==> src/rtl/seq_event_monitor.sv <==
`default_nettype none
// ============================================================================
// Module   : seq_event_monitor
// Brief    : Windowed event counter for the sequence-detector output.
//            Reports a per-window hit count, raises a sticky threshold
//            alarm, and keeps a saturating lifetime event total.
// Revision : 1.0 - initial release
// ============================================================================
module seq_event_monitor #(
  parameter int WIN_LEN = 16,
  parameter int THRESH  = 4,
  parameter int CNT_W   = 8,
  parameter int TOT_W   = 16
) (
  input  logic             clk,
  input  logic             reset,
  input  logic             en,
  input  logic             det,
  input  logic             clr_alarm,
  output logic [CNT_W-1:0] win_count,
  output logic             win_valid,
  output logic             alarm,
  output logic [TOT_W-1:0] total,
  output logic             busy
);

  localparam int TMR_W = (WIN_LEN > 2) ? $clog2(WIN_LEN) : 1;
  localparam logic [TMR_W-1:0] C_LAST    = TMR_W'(WIN_LEN - 1);
  localparam logic [CNT_W-1:0] C_CNT_MAX = {CNT_W{1'b1}};
  localparam logic [TOT_W-1:0] C_TOT_MAX = {TOT_W{1'b1}};
  // A threshold above the saturated count can never be reached; keep the
  // compare in range and gate it off instead of truncating THRESH.
  localparam bit               C_THR_OK  = (THRESH <= ((2 ** CNT_W) - 1));
  localparam logic [CNT_W-1:0] C_THRESH  = C_THR_OK ? CNT_W'(THRESH) : C_CNT_MAX;

  typedef enum logic [0:0] {
    S_IDLE  = 1'b0,
    S_COUNT = 1'b1
  } state_t;

  state_t           r_state;
  state_t           w_state_nxt;
  logic [TMR_W-1:0] r_timer;
  logic [CNT_W-1:0] r_acc;

  logic             w_count_en;
  logic             w_last;
  logic             w_set_alarm;
  logic [CNT_W-1:0] w_acc_inc;
  logic [TOT_W-1:0] w_tot_inc;

  // State register
  always_ff @(posedge clk) begin
    if (reset) begin
      r_state <= S_IDLE;
    end else begin
      r_state <= w_state_nxt;
    end
  end

  // Next-state and per-cycle datapath controls
  always_comb begin
    w_state_nxt = r_state;
    w_count_en  = 1'b0;
    case (r_state)
      S_IDLE: begin
        // det is deliberately ignored here, even on the enabling cycle
        if (en) begin
          w_state_nxt = S_COUNT;
        end
      end
      S_COUNT: begin
        if (en) begin
          w_count_en = 1'b1;
        end else begin
          w_state_nxt = S_IDLE;
        end
      end
      default: begin
        w_state_nxt = S_IDLE;
      end
    endcase

    w_last      = w_count_en && (r_timer == C_LAST);
    w_acc_inc   = (r_acc == C_CNT_MAX) ? r_acc : (r_acc + CNT_W'(det));
    w_tot_inc   = (total == C_TOT_MAX) ? total : (total + TOT_W'(det));
    // The reported value is the accumulator including this cycle's det
    w_set_alarm = w_last && C_THR_OK && (w_acc_inc >= C_THRESH);
  end

  // Window timer, accumulator, report, lifetime total and alarm
  always_ff @(posedge clk) begin
    if (reset) begin
      r_timer   <= '0;
      r_acc     <= '0;
      win_count <= '0;
      win_valid <= 1'b0;
      alarm     <= 1'b0;
      total     <= '0;
    end else begin
      win_valid <= 1'b0;
      if (w_count_en) begin
        total <= w_tot_inc;
        if (w_last) begin
          // Back-to-back windows: restart immediately with no gap
          r_timer   <= '0;
          r_acc     <= '0;
          win_count <= w_acc_inc;
          win_valid <= 1'b1;
        end else begin
          r_timer <= r_timer + TMR_W'(1);
          r_acc   <= w_acc_inc;
        end
      end else begin
        // Idle or aborted window: partial count is discarded
        r_timer <= '0;
        r_acc   <= '0;
      end

      // Set has priority over a coincident clear
      if (w_set_alarm) begin
        alarm <= 1'b1;
      end else if (clr_alarm) begin
        alarm <= 1'b0;
      end
    end
  end

  assign busy = (r_state == S_COUNT);

endmodule
`default_nettype wire

==> config.mk <==
export PLATFORM = sky130hd
export DESIGN_NAME = seq_event_monitor
export DESIGN_NICKNAME = d
export VERILOG_FILES = /design/src/rtl/seq_event_monitor.sv
export SDC_FILE = /design/constraint.sdc
export NUM_CORES = 1
export LEC_CHECK = 0
export ABC_AREA = 1
export ABC_CLOCK_PERIOD_IN_PS = 1450
export CORE_MARGIN = 2
export CORE_UTILIZATION = 47
export DETAILED_ROUTE_END_ITERATION = 8
export GPL_ROUTABILITY_DRIVEN = 0
export PLACE_DENSITY = 0.73
export SLEW_MARGIN = 15
export SYNTH_ARGS = -nofsm -noshare
export SYNTH_HDL_FRONTEND = slang
export SYNTH_SLANG_ARGS = --single-unit
==> constraint.sdc <==
create_clock -name clk -period 1.45 [get_ports clk]
set_clock_uncertainty 0.1 [all_clocks]
set_input_delay 0.29 -clock clk [delete_from_list [all_inputs] [get_ports clk]]
set_output_delay 0.29 -clock clk [all_outputs]
set_load 0.1 [all_outputs]
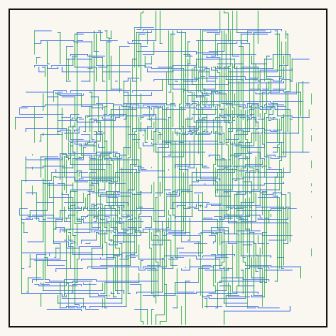
wires.png
Two of the layers only.
Blue stands for metal 1, wire length 2530 microns. Green stands for metal 2, wire length 3400 microns.
post-DR wirelength/cell: 15.34 microns
GRT Total Usage: 25.30%

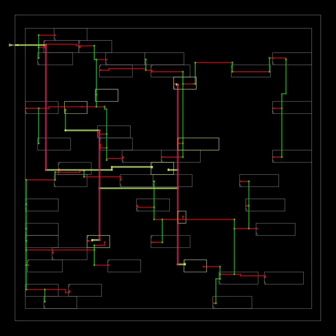
clocks.png
Power Clock: 900 uW
clock buffer count: 7

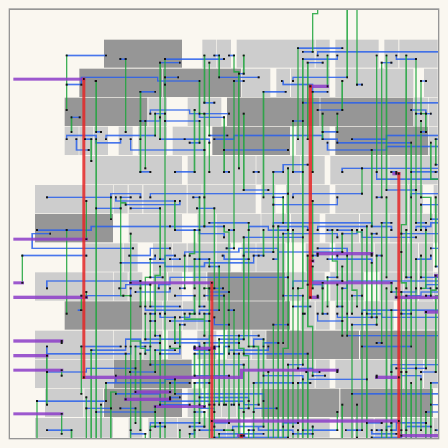
detail.png
Window x 0 to 40, y 28 to 68 microns. Cells in grey, sequential cells in the stronger grey; small squares are vias.
Green stands for metal 2. Purple stands for metal 3. Red stands for metal 4. Blue stands for metal 1.
Sequential cells in the window: 18. Netlist names of flops here include total (5), r_timer (4), r_acc (3). Most frequent: nor2_1 (17), nand2_1 (16), inv_1 (13). 130 logic cells have their middle in the window.

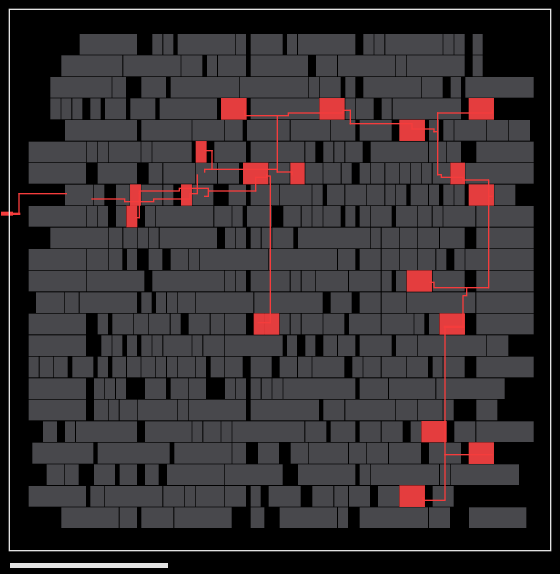
io_fan.png
Scale bar: 20 microns.
Red stands for reset, bits 1, direction input, end cells 19, buffers 3, wire 205 microns.

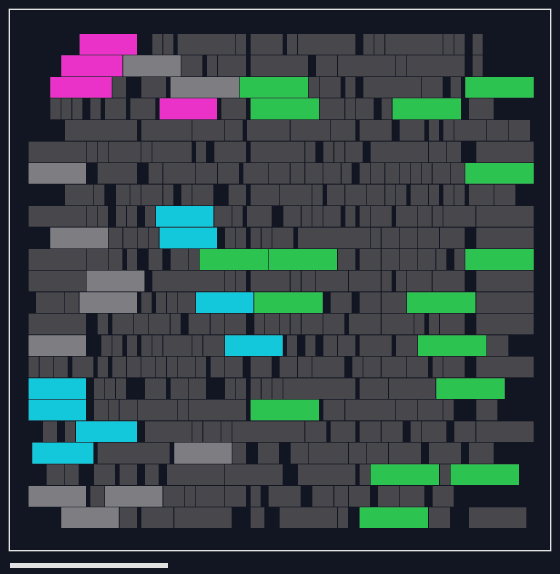
flops_by_reg.png
Scale bar: 20 microns.
Green stands for total, placed flops 16. Cyan stands for r_acc, placed flops 8. Magenta stands for r_timer, placed flops 4, where upper left.
Another 11 sequential cells are not coloured.
Seq group: 1050 uW
fin util: 87.74%

==> results.ini <==
[worst_setup_path]
crit_top_cell = nor2_2
cp.depth = 8
cp_max_fo = 15
crit_type = reg2reg
reg2reg_from = total[10]

[power]
pg_comb_uw = 167
clkPwrFrac_pct = 42.4
pwr-share-comb_pct = 7.9
seqPwrFrac_pct = 49.7
p_leak_uw = 0.001415

[cells_and_area]
largest_reg_flops = 16
comb_area_share_pct = 37.54
drive_above_1_share_pct = 48.12
logic_gates = 207
comb_area_sq_um = 1318
seqCellArea_sq_um = 849.6
areaGrowthSynthToFinish_pct = 80.85
dominant_cells = logic gates
reg.largest.list = total x16, r_acc x8, win_count x8
buffers = 88
fin_cells = 422
nonClockInverterCount = 30
top_register = total
diodes = 0

[min_path]
hold_class = in2reg

[logic_synthesis]
ys_seq_share_pct = 40.23
synthArstFlopShare_pct = 0
synth.most_common_cell = nand2_1
avgSynthCellArea_sq_um = 6.906
synth-xor-area-share_pct = 4.513
topCombFamilyByArea = simple AND/OR/NAND/NOR gates
synth-warning-count = 0
top_area_cell = dfxtp_1
syn_area_sq_um = 1941
yosys-top-cells-area = dfxtp_1 40%, nand2_1 16%, nor2_1 7.9%
floorplan.nets = 291
common_cells = 81 x nand2_1, 41 x nor2_1, 39 x dfxtp_1
ys_sh_mux_pct = 0

[sta]
drv_slew = 0
hold_ws_ns = 0.3356
worst_slack_ns = -0.05666
hold_viol = 0
post-route-period-util_pct = 103.9
finalSetupViolations = 12

[global_routing]
grt_pass1_vias = 2025
globalRouteMet3Util_pct = 5.263
grt_antenna_before_repair = 0
grt_util_met2_pct = 42.72

[clocking]
numClockSinks = 39
cts_max_level = 2
root_buffer = clkbuf_8
cts_hold_buf = 0
numCtsBuffers = 5
tritoncts = done
clk_latency_ns = 0.31

[routing]
dr.first_iter.drc_count = 192
wirelength_microns = 6475
via_per_inst = 5.396
num_vias = 2277
wl_met1_microns = 2530

[die]
rows = 23
die-area_sq_um = 4659
initial_utilization_pct = 48.51
die_h_microns = 68.26
core_area_sq_um = 4000

[status]
status = finished with violations
violations = negative setup slack

Power is estimated from default activity; no workload was simulated.
